Figure 1. Routed clock nets over the placement.
The bar under the picture is 20 um long.
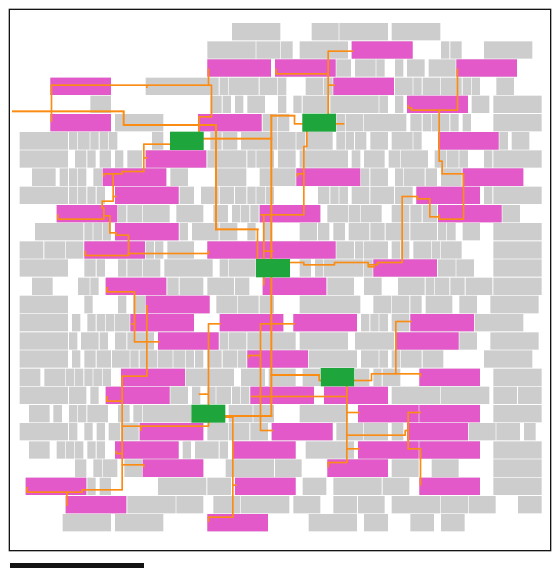
Figure 2. Sequential cells grouped by signal name.
Other sequential cells in the stronger grey, the rest of the logic in the fainter grey.
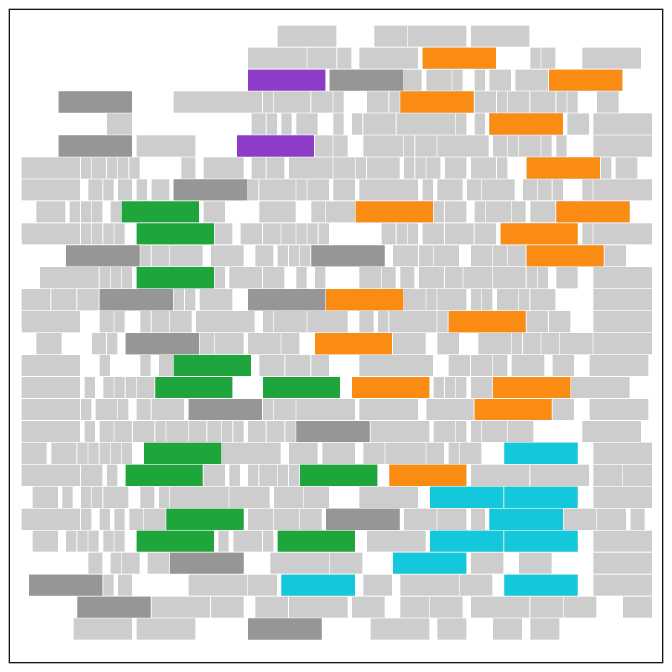
==> config.mk <==
export PLATFORM = sky130hd
export DESIGN_NAME = instr_fetch
export DESIGN_NICKNAME = d
export VERILOG_FILES = /design/src/rtl/fetch_pkg.sv /design/src/rtl/instr_fetch.sv
export SDC_FILE = /design/constraint.sdc
export NUM_CORES = 1
export LEC_CHECK = 0
export ABC_AREA = 1
export ABC_CLOCK_PERIOD_IN_PS = 1500
export CAP_MARGIN = 20
export CORE_UTILIZATION = 43
export CTS_CLUSTER_SIZE = 25
export DETAILED_ROUTE_END_ITERATION = 8
export PLACE_DENSITY = 0.77
export SYNTH_ARGS = -nofsm -noshare
export SYNTH_HDL_FRONTEND = slang
export SYNTH_SLANG_ARGS = --single-unit
==> constraint.sdc <==
create_clock -name clk -period 1.5 [get_ports clk]
set_input_delay 0.3 -clock clk [delete_from_list [all_inputs] [get_ports clk]]
set_output_delay 0.3 -clock clk [all_outputs]
set_load 0.05 [all_outputs]
==> run summary <==
run results: Port Buf Inserts=between 70 and 80, count of non-CTS buffers in the layout=131, largest vdd supply drop=about 0.0014 V, distinct lib cells=30, inserted tap cell count=75, Pre-Repair DR Iteration Count=4, Post-Place Cells=a little under 500, non-filler instance count after layout=around 510, total design power=8.44 mW, cell count after synthesis=around 300, # rows=28, Pint=a little under 5 mW, area of the core=between 5000 and 6000 um^2, area share of fa/ha/maj cells after synthesis=2.35%, antenna violation net count after detailed routing=0, Final WS setup=-0.105 ns, cts repair resizes=24, met3 wire length=slightly below 400 um, most used standard cells in the synthesized netlist=sky130_fd_sc_hd__nand2_1 (90), sky130_fd_sc_hd__dfrtp_1 (54), sky130_fd_sc_hd__inv_1 (31), CP arrival=approximately 1.8 ns, failing checks=negative setup slack, maximum number of buffers from clock root to sink=2, number of setup violations in the final report=24, worst-case setup slack after placement=-0.400 ns, Inverters, non-clock=37, Yosys top cell area share=50.7%, asr flop ratio synth=100%, result of the run=finished, violations left, relative contribution of sequential cells to total power=29.3%, Die Ht=around 81 um, Worst Max-Slew Pin Slew=0.423 ns, Clock Sinks=roughly 55, share of post-route cells with drive strength above 1=~48%, Fin Setup TNS=-1.22 ns, highest clock frequency the design can meet=0.623 GHz, largest net degree at the start of global routing=26, total half-perimeter wirelength after legalization and detailed placement=between 5 and 6 mm, top-count cell post-synth=sky130_fd_sc_hd__nand2_1, antenna violations before repair=0, Largest register FFs=16, largest cells by area after synthesis=sky130_fd_sc_hd__dfrtp_1 (51%), sky130_fd_sc_hd__nand2_1 (13%), sky130_fd_sc_hd__mux2_2 (5.1%), biggest combinational cell group after synthesis=simple AND/OR/NAND/NOR gates, area fraction of clock buffers and clock inverters=2.22%, Seq group=roughly 2.5 mW, die outline width=~81 um, final tally of hold violations=0, global route overflow=0, post-route cell area=4780 um^2, number of enable flip-flop cells=0, met1 track demand over resource=26.7%, worst rel slew slack=71.8%, met2 routing resource usage after global routing=between 40% and 50%, Yosys warnings=0, antenna fix cells=0, AND-OR/OR-AND Cells, Area Fraction=5.49%, most instantiated logic cell after routing=sky130_fd_sc_hd__nand2_1, type of the setup path with the least slack=in2reg, clock tree root buffer cell=sky130_fd_sc_hd__clkbuf_8, top cell family by delay on the critical path=buffers and inverters, routed wire length per instance=between 10 and 15 um, Sw Pwr=3.57 mW, Met1 Wirelength=between 2 and 3 mm, portion of total power attributed to combinational logic=59.1%
About Figure 1:
legend:
  green:
    item: cells driving clock nets
    count: 5
  magenta:
    item: flip-flops
    count: 55
  orange:
    item: clock wires
    length: 633 um
routed clock nets: 6
flops lie: spread over the die
clk latency late pin: 0.31 ns
clock network power share: 11.6%
power in the clock group: 979 uW
worst clock skew: 0.0127 ns

About Figure 2:
legend:
  orange:
    netlist_name: fetch_count
    placed_flops: 16
  cyan:
    netlist_name: instr
    placed_flops: 9
    where: south-east
  green:
    netlist_name: last_pc
    placed_flops: 12
  purple:
    netlist_name: state
    placed_flops: 2
share of the final layout cell area in sequential cells: 29.4%
Seq. cell area: 1410 um^2

Power and IR drop assume default switching activity.
